File: src/rtl/div_sequencer_pkg.sv
// Shared types, ALU op codes and helpers for the multi-cycle divide sequencer.
package div_sequencer_pkg;

  localparam int unsigned XLEN   = 32;
  localparam int unsigned ALU_OP = 5;

  // Divide-family ALU control codes; the remaining codes belong to the single-cycle ALU.
  localparam logic [ALU_OP-1:0] ALU_DIV  = 5'd12;
  localparam logic [ALU_OP-1:0] ALU_DIVU = 5'd13;
  localparam logic [ALU_OP-1:0] ALU_REM  = 5'd14;
  localparam logic [ALU_OP-1:0] ALU_REMU = 5'd15;

  typedef enum logic [1:0] {
    DS_IDLE,
    DS_CALC,
    DS_DONE
  } div_state_t;

  function automatic logic is_div_op(input logic [ALU_OP-1:0] op);
    logic hit;
    hit = 1'b0;
    unique case (op)
      ALU_DIV, ALU_DIVU, ALU_REM, ALU_REMU: hit = 1'b1;
      default:                              hit = 1'b0;
    endcase
    return hit;
  endfunction

  function automatic logic is_signed_div_op(input logic [ALU_OP-1:0] op);
    return (op == ALU_DIV) || (op == ALU_REM);
  endfunction

  function automatic logic is_rem_op(input logic [ALU_OP-1:0] op);
    return (op == ALU_REM) || (op == ALU_REMU);
  endfunction

endpackage

File: src/rtl/div_sequencer_if.sv
// EX-stage <-> divide sequencer handshake: request, operands, flush, stall and result.
interface div_sequencer_if #(
  parameter int unsigned WIDTH = 32
);

  logic                                   start;
  logic [div_sequencer_pkg::ALU_OP-1:0]   alu_ctrl;
  logic [WIDTH-1:0]                       op_a;
  logic [WIDTH-1:0]                       op_b;
  logic                                   flush;
  logic                                   stall;
  logic                                   result_valid;
  logic [WIDTH-1:0]                       result;

  // EX stage side
  modport master (
    output start, alu_ctrl, op_a, op_b, flush,
    input  stall, result_valid, result
  );

  // Sequencer side
  modport slave (
    input  start, alu_ctrl, op_a, op_b, flush,
    output stall, result_valid, result
  );

endinterface

File: src/rtl/div_sequencer.sv
// Multi-cycle DIV/DIVU/REM/REMU controller: radix-2 restoring divide, one quotient bit per
// cycle, stalling IF/ID/EX until the result is ready.
module div_sequencer
  import div_sequencer_pkg::*;
#(
  parameter int unsigned WIDTH = XLEN,
  parameter int unsigned CNT_W = $clog2(WIDTH)
) (
  input  logic             clk,
  input  logic             rst,
  div_sequencer_if.slave   ex_io
);

  div_state_t       state_q, state_d;
  logic [CNT_W-1:0] cnt_q, cnt_d;
  logic [WIDTH-1:0] rem_q, rem_d;
  logic [WIDTH-1:0] quo_q, quo_d;
  logic [WIDTH-1:0] dvs_q, dvs_d;
  logic [WIDTH-1:0] result_q, result_d;
  logic             neg_quo_q, neg_quo_d;
  logic             neg_rem_q, neg_rem_d;
  logic             is_rem_q, is_rem_d;

  logic             op_signed, op_rem, accept;
  logic             a_neg, b_neg, div_by_zero, overflow;
  logic [WIDTH-1:0] a_mag, b_mag;
  logic [WIDTH:0]   shifted, diff;
  logic             fits;
  logic [WIDTH-1:0] rem_nx, quo_nx, rem_fin, quo_fin;
  logic             stall;

  // Accept decode and operand magnitudes for the incoming request.
  always_comb begin
    op_signed   = is_signed_div_op(ex_io.alu_ctrl);
    op_rem      = is_rem_op(ex_io.alu_ctrl);
    accept      = (state_q == DS_IDLE) && ex_io.start && is_div_op(ex_io.alu_ctrl) &&
                  !ex_io.flush;
    a_neg       = op_signed && ex_io.op_a[WIDTH-1];
    b_neg       = op_signed && ex_io.op_b[WIDTH-1];
    a_mag       = a_neg ? (WIDTH'(0) - ex_io.op_a) : ex_io.op_a;
    b_mag       = b_neg ? (WIDTH'(0) - ex_io.op_b) : ex_io.op_b;
    div_by_zero = (ex_io.op_b == '0);
    overflow    = op_signed && (ex_io.op_a == {1'b1, {(WIDTH-1){1'b0}}}) && (ex_io.op_b == '1);
  end

  // One restoring step: shift {rem,quo} left, trial-subtract, keep difference if non-negative.
  always_comb begin
    shifted = {rem_q, quo_q[WIDTH-1]};
    diff    = shifted - {1'b0, dvs_q};
    fits    = !diff[WIDTH];
    rem_nx  = fits ? diff[WIDTH-1:0] : shifted[WIDTH-1:0];
    quo_nx  = {quo_q[WIDTH-2:0], fits};
    quo_fin = neg_quo_q ? (WIDTH'(0) - quo_nx) : quo_nx;
    rem_fin = neg_rem_q ? (WIDTH'(0) - rem_nx) : rem_nx;
  end

  // FSM next state, datapath updates and stall.
  always_comb begin
    state_d   = state_q;
    cnt_d     = cnt_q;
    rem_d     = rem_q;
    quo_d     = quo_q;
    dvs_d     = dvs_q;
    result_d  = result_q;
    neg_quo_d = neg_quo_q;
    neg_rem_d = neg_rem_q;
    is_rem_d  = is_rem_q;
    stall     = 1'b0;

    unique case (state_q)
      DS_IDLE: begin
        if (accept) begin
          stall     = 1'b1;
          neg_quo_d = a_neg ^ b_neg;
          neg_rem_d = a_neg;
          is_rem_d  = op_rem;
          if (div_by_zero) begin
            // Result is known now, so it is registered on entry to DONE.
            result_d = op_rem ? ex_io.op_a : '1;
            state_d  = DS_DONE;
          end else if (overflow) begin
            result_d = op_rem ? '0 : ex_io.op_a;
            state_d  = DS_DONE;
          end else begin
            rem_d   = '0;
            quo_d   = a_mag;
            dvs_d   = b_mag;
            cnt_d   = CNT_W'(WIDTH - 1);
            state_d = DS_CALC;
          end
        end
      end
      DS_CALC: begin
        if (ex_io.flush) begin
          state_d = DS_IDLE;
        end else begin
          stall = 1'b1;
          rem_d = rem_nx;
          quo_d = quo_nx;
          if (cnt_q == '0) begin
            // Signs are applied as the last step's result is captured.
            result_d = is_rem_q ? rem_fin : quo_fin;
            state_d  = DS_DONE;
          end else begin
            cnt_d = cnt_q - 1'b1;
          end
        end
      end
      DS_DONE: begin
        state_d = DS_IDLE;
      end
      default: begin
        state_d = DS_IDLE;
      end
    endcase
  end

  // State and datapath registers.
  always_ff @(posedge clk or posedge rst) begin
    if (rst) begin
      state_q   <= DS_IDLE;
      cnt_q     <= '0;
      rem_q     <= '0;
      quo_q     <= '0;
      dvs_q     <= '0;
      result_q  <= '0;
      neg_quo_q <= 1'b0;
      neg_rem_q <= 1'b0;
      is_rem_q  <= 1'b0;
    end else begin
      state_q   <= state_d;
      cnt_q     <= cnt_d;
      rem_q     <= rem_d;
      quo_q     <= quo_d;
      dvs_q     <= dvs_d;
      result_q  <= result_d;
      neg_quo_q <= neg_quo_d;
      neg_rem_q <= neg_rem_d;
      is_rem_q  <= is_rem_d;
    end
  end

  // Outputs: result_valid comes straight from the DONE state.
  always_comb begin
    ex_io.stall        = stall;
    ex_io.result_valid = (state_q == DS_DONE);
    ex_io.result       = result_q;
  end

endmodule

File: src/flat_wrapper.sv
// flat-port wrapper written by rule: the top's interface ports become plain ports
module div_sequencer_flat import div_sequencer_pkg::*;
#(
  parameter int unsigned WIDTH = XLEN,
  parameter int unsigned CNT_W = $clog2(WIDTH)
)
  (clk, rst, ex_io_start, ex_io_alu_ctrl, ex_io_op_a, ex_io_op_b, ex_io_flush, ex_io_stall, ex_io_result_valid, ex_io_result);
  div_sequencer_if #(.WIDTH(WIDTH)) ex_io_i ();
  input  logic clk;
  input  logic rst;
  input wire logic [$bits(ex_io_i.start)-1:0] ex_io_start;
  input wire logic [$bits(ex_io_i.alu_ctrl)-1:0] ex_io_alu_ctrl;
  input wire logic [$bits(ex_io_i.op_a)-1:0] ex_io_op_a;
  input wire logic [$bits(ex_io_i.op_b)-1:0] ex_io_op_b;
  input wire logic [$bits(ex_io_i.flush)-1:0] ex_io_flush;
  output wire logic [$bits(ex_io_i.stall)-1:0] ex_io_stall;
  output wire logic [$bits(ex_io_i.result_valid)-1:0] ex_io_result_valid;
  output wire logic [$bits(ex_io_i.result)-1:0] ex_io_result;
  assign ex_io_i.start = ex_io_start;
  assign ex_io_i.alu_ctrl = ex_io_alu_ctrl;
  assign ex_io_i.op_a = ex_io_op_a;
  assign ex_io_i.op_b = ex_io_op_b;
  assign ex_io_i.flush = ex_io_flush;
  assign ex_io_stall = ex_io_i.stall;
  assign ex_io_result_valid = ex_io_i.result_valid;
  assign ex_io_result = ex_io_i.result;
  div_sequencer #(.WIDTH(WIDTH), .CNT_W(CNT_W)) u_core (.clk(clk), .rst(rst), .ex_io(ex_io_i));
endmodule
File: config.mk
export PLATFORM = sky130hd
export DESIGN_NAME = div_sequencer_flat
export DESIGN_NICKNAME = d
export VERILOG_FILES = /design/src/rtl/div_sequencer_pkg.sv /design/src/rtl/div_sequencer_if.sv /design/src/rtl/div_sequencer.sv /design/src/flat_wrapper.sv
export SDC_FILE = /design/constraint.sdc
export NUM_CORES = 1
export LEC_CHECK = 0
export CAP_MARGIN = 0
export CORE_MARGIN = 4
export CORE_UTILIZATION = 50
export CTS_CLUSTER_SIZE = 30
export DETAILED_ROUTE_END_ITERATION = 8
export GPL_TIMING_DRIVEN = 0
export PLACE_DENSITY = 0.8
export SLEW_MARGIN = 25
export SYNTH_ARGS = -nofsm -noshare
export SYNTH_HDL_FRONTEND = slang
export SYNTH_SLANG_ARGS = --single-unit
File: constraint.sdc
create_clock -name clk -period 9 [get_ports clk]
set_input_delay 2.7 -clock clk [delete_from_list [all_inputs] [get_ports clk]]
set_output_delay 2.7 -clock clk [all_outputs]
set_load 0.05 [all_outputs]
==> notes.md <==
Implementation summary

The run finished with clean final reports. The sequential cell area is around 3500 sq um. Across the whole layout, multi-input logic makes up 56.2% of the cell area. The clock share of power is 30.8%.

The critical path contains buffers and inverters numbering 3 combined. The logic depth of the worst register-to-register path is 23. The number of clock buffers added by TritonCTS is 17. The placement report lists the number of port buffers as 105. The floorplan step set the die width to 162 um. The overall power is 2.39 mW. After layout the signal buffers, clock cells excluded, come to 10.4% of cell area.

The number of global-route vias before repair came to 12,000. In the layout the commonest cells are nand2_1, o21ai_0, a21oi_1, dfrtp_1, nor2_1. The vertical die dimension reported for this design is about 160 um. approximately 110 I/O pins were placed.

Per the run report, area growth between synthesis and finish was 17.5%. For this run, the total global-route usage over all layers was measured as 32.1%. The power in the clock group is 0.737 mW.

The relative max-transition margin is roughly a third. Per the STA report, the cell with the highest stage delay on the worst path is clkdlybuf4s50_1. Along the worst hold path, the cell count comes to 2. The aggregate global routing overflow is 0. The via total after detailed routing is about 13,000. Traced cell by cell, the critical path runs through clkdlybuf4s50_1 -> and3b_1 -> clkbuf_1 -> nand4b_1 -> nand2_1 -> clkdlybuf4s50_1. The inserted tap cell count is 319. The sort of element at the start of the critical path is a primary input. For reference, the clock transition at the flip-flops on the worst setup and hold paths is 0.06 ns. Counting the fill cells in the layout gives around 2,200. Excluding fillers, the count of instances in the completed layout stands at 2,023. The global-route wire length before repair is 66,600 um. The script logs the ratio of routed vias to standard cells as 6.38.

In the final layout, the share of cells above drive strength 1 is between 5 and 6%. Per the detail_route report, routed wire per instance is 21.4 um. The measured slew at the worst slew-check pin is 0.987 ns. After routing, the total negative slack on setup checks comes to 0 ns. The cell-mix breakdown from Yosys lists the adder-cell area share as 4.27%. Per the synthesis report, the XOR/XNOR share of the synthesized area is 9.42%. The CTS root buffer is clkbuf_16. The count of clock tree sinks is 138.

The worst min-delay path class is reg -> reg. The number of nets in the synthesized netlist is between 1,500 and 2,000. The area of combinational cells with multiple inputs is 7860 sq um. The total power per unit cell area is approximately 170 nW/um^2.

In this run, synthesis produced a sequential element count of about 140. The script extracted a total leakage power of about 5.5 nW. The count of buffers not belonging to the clock network in the layout is 196.

The final tally of hold violations is 0. The share of the final layout cell area in sequential cells is 24.7%. The part of the total power dissipated in combinational logic is 34.5%.

The report puts the hold buffer count at CTS at 0. After clock tree synthesis, the repair step resized 0 gates. The arrival time at the worst endpoint is 5.07 ns.

The most instantiated library cell after synthesis is nand2_1. The critical path runs through a total of 6 cells. The count of synthesis-stage warnings from yosys is 0. The synthesized netlist contains 85 unique library cells. The clock latency on the worst-skew pair is 0.45 ns. The highest clock rate this design can be run at is roughly 130 MHz. Synthesis produced 1,566 cells. The number of antenna violations at the first check in global routing is 1. The placement stage leaves a total instance area of 13,400 sq um. The number of cells in the yosys synthesis report is about 1,600.

In this run the mean area of a mapped cell was 7.60 sq um. The leading cell category by total area is combinational gates. The portion of total power attributed to sequential cells is 34.7%.

In the finished design, the share of the clock period the worst path needs comes to 86.3%.
routing by layer:
layer	up-vias	global-route usage, %	part of all wire, %
met3	100	7.54	10
li1	5943	-	-
met4	2	11.1	3.4
met2	710	48.0	43
met5	-	0	0.016
met1	6149	45.8	44
worst paths after layout:
path	start	end	slack [ns]
worst max-delay path	ex_io_alu_ctrl[3]	ex_io_stall	1.23
worst min register to register	u_core.ex_io.result[20]	u_core.ex_io.result[20]	0.48
worst min-delay path	u_core.ex_io.result[20]	u_core.ex_io.result[20]	0.48
min in group asynchronous	rst	u_core.quo_q[20]	2.68
max in group asynchronous	rst	u_core.dvs_q[4]	5.55
worst max register to register	u_core.rem_q[12]	u_core.ex_io.result[22]	2.17
Fig. 1: close-up of the layout
Region (61, 94) to (101, 134) um. Cells in grey, sequential cells in the stronger grey; small squares are vias.
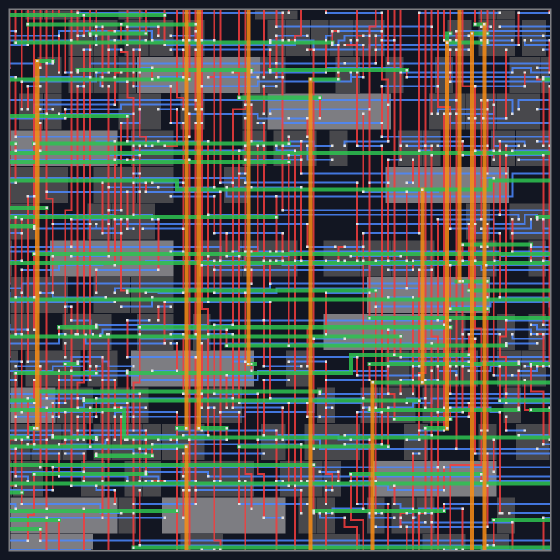
legend:
  green:
    layer: met3
  red:
    layer: met2
  orange:
    layer: met4
  blue:
    layer: met1
netlist names of flops here include: u_core.ex_io.result (5), u_core.quo_q (4)
sequential cells in the window: 11
most frequent: o21ai_0 (15), a21oi_1 (13), dfrtp_1 (11)
cells with their middle in the window: 118

Fig. 2: gate-type map
Drawn at 3 px/um.
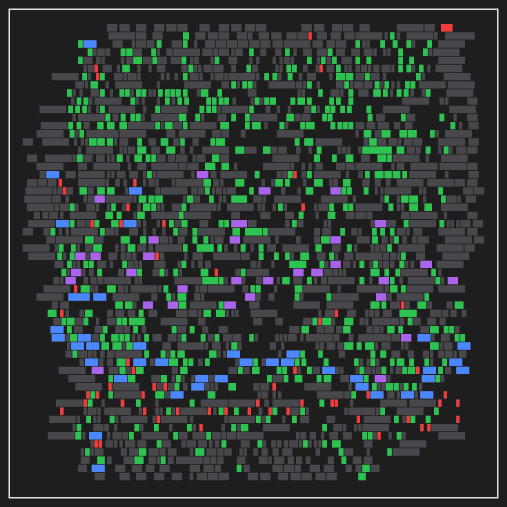
legend:
  purple:
    family: multiplexers
    cells: 32
  blue:
    family: adder and majority cells
    cells: 40
  red:
    family: inverters
    cells: 60
  green:
    family: inverting AOI/OAI gates
    cells: 499
    where: spread over the die

No activity file was given, so power comes from the tool's default toggle rates.
